Fig. 1: signal wires on met1
(12 px per um) Supply wires on this layer in grey. Cells faint in the background.
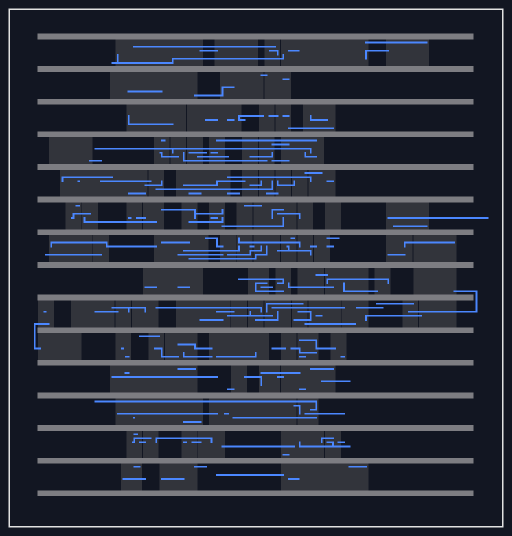
Fig. 2: met2 routing
(12 px per um)
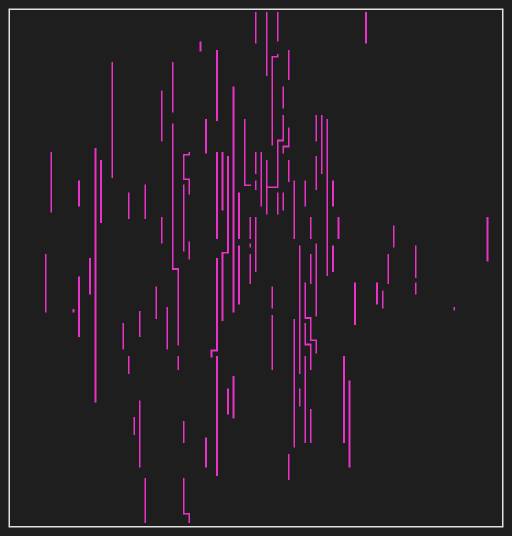
Fig. 3: signal wires on met3
(12 px per um) Cells faint in the background.
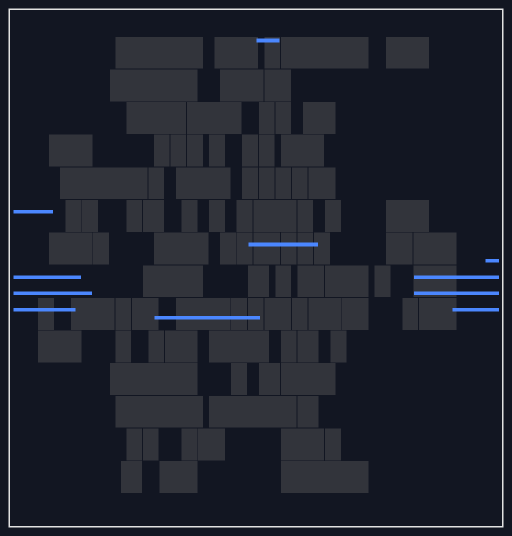
Fig. 4: routed clock nets over the placement
(6 px per um)
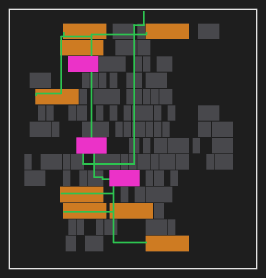
Fig. 5: track usage over the die
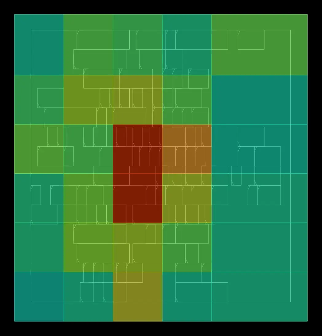
**src/rtl/countdown_pkg.sv**
```systemverilog
// Shared types for the countdown controller: FSM state enum and the
// encoding exported on state_o.
package countdown_pkg;

    localparam logic [1:0] ENC_IDLE  = 2'd0;
    localparam logic [1:0] ENC_RUN   = 2'd1;
    localparam logic [1:0] ENC_PAUSE = 2'd2;
    localparam logic [1:0] ENC_DONE  = 2'd3;

    typedef enum logic [1:0] {
        ST_IDLE  = ENC_IDLE,
        ST_RUN   = ENC_RUN,
        ST_PAUSE = ENC_PAUSE,
        ST_DONE  = ENC_DONE
    } state_t;

endpackage

```
**src/rtl/countdown_ctrl_if.sv**
```systemverilog
// Command/status bundle between the countdown controller and its user,
// plus the enable/reload/feedback lines of the down-counter.
interface countdown_ctrl_if #(
    parameter int BITS = 3
);
    logic            start;
    logic            pause;
    logic            abort;
    logic [BITS-1:0] cuenta;
    logic            en;
    logic            cnt_rst;
    logic            done;
    logic            busy;
    logic [1:0]      state_o;

    modport master (
        output start, pause, abort, cuenta,
        input  en, cnt_rst, done, busy, state_o
    );

    modport slave (
        input  start, pause, abort, cuenta,
        output en, cnt_rst, done, busy, state_o
    );
endinterface

```
**src/rtl/rise_edge.sv**
```systemverilog
// Rising-edge detector: registers the previous level and flags current & ~previous.
module rise_edge (
    input  logic clk,
    input  logic rst,
    input  logic d,
    output logic rise
);
    logic prev;

    always_ff @(posedge clk) begin
        if (!rst) prev <= 1'b0;
        else      prev <= d;
    end

    assign rise = d & ~prev;
endmodule

```
**src/rtl/countdown_ctrl.sv**
```systemverilog
// Control FSM pacing a BITS-wide down-counter with prescaled enable pulses.
// Define COUNTDOWN_AUTO_RELOAD_EN to restart automatically after each DONE cycle.
module countdown_ctrl
    import countdown_pkg::*;
#(
    parameter int BITS     = 3,
    parameter int TICK_DIV = 4
) (
    input  logic clk,
    input  logic rst,
    countdown_ctrl_if.slave bus
);
    localparam int            PW      = (TICK_DIV > 1) ? $clog2(TICK_DIV) : 1;
    localparam logic [PW-1:0] PS_TERM = PW'(TICK_DIV - 1);

    logic start_e, pause_e, abort_e;

    rise_edge u_start (.clk(clk), .rst(rst), .d(bus.start), .rise(start_e));
    rise_edge u_pause (.clk(clk), .rst(rst), .d(bus.pause), .rise(pause_e));
    rise_edge u_abort (.clk(clk), .rst(rst), .d(bus.abort), .rise(abort_e));

    state_t          state, state_n;
    logic [PW-1:0]   ps, ps_n;
    logic [BITS-1:0] cuenta;
    logic            tick, at_zero, en, busy, done_r;

    assign cuenta  = bus.cuenta;
    assign tick    = (ps == PS_TERM);
    assign at_zero = (cuenta == '0);

    always_ff @(posedge clk) begin
        if (!rst) begin
            state  <= ST_IDLE;
            ps     <= '0;
            done_r <= 1'b0;
        end else begin
            state  <= state_n;
            ps     <= ps_n;
            done_r <= (state_n == ST_DONE) && (state != ST_DONE);
        end
    end

    // Prescaler clears outside RUN/PAUSE so every RUN entry starts a full step.
    always_comb begin
        state_n = state;
        ps_n    = '0;
        en      = 1'b0;
        case (state)
            ST_IDLE: begin
                if (!abort_e && start_e) state_n = ST_RUN;
            end
            ST_RUN: begin
                ps_n = tick ? '0 : ps + 1'b1;
                // The counter is never stepped past zero; the zero hold ends the run.
                en   = tick && !at_zero && !pause_e && !abort_e;
                if (abort_e)              state_n = ST_IDLE;
                else if (pause_e)         state_n = ST_PAUSE;
                else if (tick && at_zero) state_n = ST_DONE;
            end
            ST_PAUSE: begin
                ps_n = ps;
                if (abort_e)      state_n = ST_IDLE;
                else if (pause_e) state_n = ST_RUN;
            end
            ST_DONE: begin
`ifdef COUNTDOWN_AUTO_RELOAD_EN
                if (abort_e) state_n = ST_IDLE;
                else         state_n = ST_RUN;
`else
                if (abort_e)      state_n = ST_IDLE;
                else if (start_e) state_n = ST_RUN;
`endif
            end
            default: state_n = ST_IDLE;
        endcase
    end

    assign busy        = (state == ST_RUN) || (state == ST_PAUSE);
    assign bus.en      = en;
    assign bus.busy    = busy;
    assign bus.cnt_rst = rst & busy;
    assign bus.done    = done_r;
    assign bus.state_o = state;
endmodule

```
**src/flat_wrapper.sv**
```systemverilog
// flat-port wrapper written by rule: the top's interface ports become plain ports
module countdown_ctrl_flat import countdown_pkg::*;
#(
    parameter int BITS     = 3,
    parameter int TICK_DIV = 4
)
  (clk, rst, bus_start, bus_pause, bus_abort, bus_cuenta, bus_en, bus_cnt_rst, bus_done, bus_busy, bus_state_o);
  countdown_ctrl_if #(.BITS(BITS)) bus_i ();
  input  logic clk;
  input  logic rst;
  input wire logic [$bits(bus_i.start)-1:0] bus_start;
  input wire logic [$bits(bus_i.pause)-1:0] bus_pause;
  input wire logic [$bits(bus_i.abort)-1:0] bus_abort;
  input wire logic [$bits(bus_i.cuenta)-1:0] bus_cuenta;
  output wire logic [$bits(bus_i.en)-1:0] bus_en;
  output wire logic [$bits(bus_i.cnt_rst)-1:0] bus_cnt_rst;
  output wire logic [$bits(bus_i.done)-1:0] bus_done;
  output wire logic [$bits(bus_i.busy)-1:0] bus_busy;
  output wire logic [$bits(bus_i.state_o)-1:0] bus_state_o;
  assign bus_i.start = bus_start;
  assign bus_i.pause = bus_pause;
  assign bus_i.abort = bus_abort;
  assign bus_i.cuenta = bus_cuenta;
  assign bus_en = bus_i.en;
  assign bus_cnt_rst = bus_i.cnt_rst;
  assign bus_done = bus_i.done;
  assign bus_busy = bus_i.busy;
  assign bus_state_o = bus_i.state_o;
  countdown_ctrl #(.BITS(BITS), .TICK_DIV(TICK_DIV)) u_core (.clk(clk), .rst(rst), .bus(bus_i));
endmodule
```
**config.mk**
```make
export PLATFORM = sky130hd
export DESIGN_NAME = countdown_ctrl_flat
export DESIGN_NICKNAME = d
export VERILOG_FILES = /design/src/rtl/countdown_pkg.sv /design/src/rtl/countdown_ctrl_if.sv /design/src/rtl/rise_edge.sv /design/src/rtl/countdown_ctrl.sv /design/src/flat_wrapper.sv
export SDC_FILE = /design/constraint.sdc
export NUM_CORES = 1
export LEC_CHECK = 0
export ABC_AREA = 1
export CAP_MARGIN = 20
export CORE_AREA = 2 2 39 41
export CTS_BUF_LIST = sky130_fd_sc_hd__clkbuf_8 sky130_fd_sc_hd__clkbuf_16
export DETAILED_ROUTE_END_ITERATION = 8
export DIE_AREA = 0 0 41 43
export GPL_TIMING_DRIVEN = 0
export PLACE_DENSITY = 0.67
export SYNTH_ARGS = -nofsm -noshare
export SYNTH_HDL_FRONTEND = slang
export SYNTH_SLANG_ARGS = --single-unit
```
**constraint.sdc**
```tcl
create_clock -name clk -period 2.34 [get_ports clk]
set_input_delay 0.585 -clock clk [delete_from_list [all_inputs] [get_ports clk]]
set_output_delay 0.585 -clock clk [all_outputs]
set_load 0.005 [all_outputs]
```
==> run notes <==
Physical implementation.

- Sorting the synthesized cells by area gives the leading types as dfxtp_1 30%, nand2_1 19%, ha_1 12%.
- The placement row count is 14.
- The wire length of the first global-routing pass is 1524 um.
- The post-route fraction of the period consumed by the critical path is 94.00%.
- The detailed-placement wirelength estimate is 751.8 um.
- The sum of negative setup slack is 0 ns.
- The run finished with clean final reports.
- Detailed routing placed a total of between 400 and 500 um of wire on met2.
- The synthesis run identifies the leading combinational cell family as simple AND/OR/NAND/NOR gates.
- The measured slew at the worst slew-check pin is 0.1697 ns.
- The routability congestion estimate is 0.8464.
- The biggest power consumer among the groups is the clock network.
- After layout, the minimum clock period comes to 2.200 ns.
- The worst reg-to-reg path cell count is 8.
- The critical register-to-register path endpoint is u_core.bus.done.
- The met3 wire length is 52 um.
- In this run the full chip footprint comes out at between 0.0015 and 0.002 mm^2.
- The net switching fraction of the power is a little under a quarter.
- Compared with the post-synthesis result, the final layout area differs by 36.90%.
- Setup repair after global routing left no endpoint under its margin.
- The critical path data arrival time is roughly 1.6 ns.
- The area after detailed placement is 665.6 um^2.
- According to the CTS report, the clock sink count is 8.
- The class of the most critical setup path is in2out.
- The global routing report lists met3 layer usage as 4.712%.
- In this run the tools logged warnings totalling 29.
- Of the total power, combinational logic draws between 10% and 20%.
- The post-placement worst setup slack is -0.1824 ns.
- Buffers placed on the I/O ports in this run total 12.
- Yosys instantiated no cell more often than nand2_1.
- Global routing used 13.28% of the available tracks across all layers.
- The detailed router put a total of 455 um of wire on met1.
- The slack of the worst reg-to-reg path is approximately 1.0 ns.
- The clock insertion delay at the later pin of the skew report is about 0.22 ns.
- The leading area contributor after synthesis is dfxtp_1.
- The net count after synthesis is 91.
- The area of all placed cells without fillers is 719.4 um^2.
- The worst hold path terminates at u_core.ps[1].
- The distinct cell type count of the synthesized netlist is 17.
- The global-route track usage on met1 is 15.21%.
- The fmax is 0.4546 GHz.
- Setup slack on the critical path of the routed design comes to about 0.14 ns.
- In the layout the commonest cells are 26 x nand2_1, 16 x inv_1, 10 x clkdlybuf4s50_1, 8 x dfxtp_1, 5 x ha_1.
- The TritonCTS clock tree is built.
- Of the total synthesized cell area, the portion taken by AND, OR, NAND and NOR gates is 40.00%.
- The post-synthesis async set-or-reset flop share is 0%.
- The portion of the post-synthesis area used by sequential elements is 30.48%.
- The post-synthesis share of cell area spent on full adders, half adders and majority gates is 11.90%.
- For this run, design rule violations remaining after detail routing come to 0.
- The dominant synthesized flop cell is dfxtp_1.
-- Fig. 1 (at the start) --
share of all routed wire: 48%
wire length on this layer: 456 um

-- Fig. 2 (at the start) --
wire length on this layer: 411 um
share of all routed wire: 44%

-- Fig. 3 (at the start) --
main direction: horizontal
nets with wire on the layer: 10
wire length on this layer: 52.9 um
share of all routed wire: 5.6%
longest straight run: 8.50 um

-- Fig. 4 (at the start) --
[orange] flip-flops | count: 8
[magenta] clock-net drivers | count: 3
[green] clock wires | length: 136 um
routed clock nets: 4

-- Fig. 5 (at the start) --
average wire per cell in the routed design: 8.486 um
met2 demand-to-capacity share in global routing: 19.06%

-- state kept, by name, summed over array words and instances (netlist names) --
signal	cells
u_core.ps	2
u_core.u_pause.prev	1
u_core.bus.state_o	2
u_core.u_abort.prev	1
u_core.bus.done	1
u_core.u_start.prev	1
-- critical path: stages --
cell and delay (ns):
clkdlybuf4s50_1 0.49, nand2_2 0.06, nand2_1 0.07, nor2_2 0.04
and3_1 0.13, dlygate4sd2_1 0.25
-- final cells by class --
type / count / area [um^2]
Fill cell: 141 / 664.4
Multi-Input combinational cell: 51 / 292.8
Sequential cell: 8 / 160.2
Timing Repair Buffer: 14 / 132.6
Inverter: 18 / 67.56
Clock buffer: 3 / 41.29
Tap cell: 16 / 20.02
Buffer: 1 / 5.005
Power is estimated from default activity; no workload was simulated.
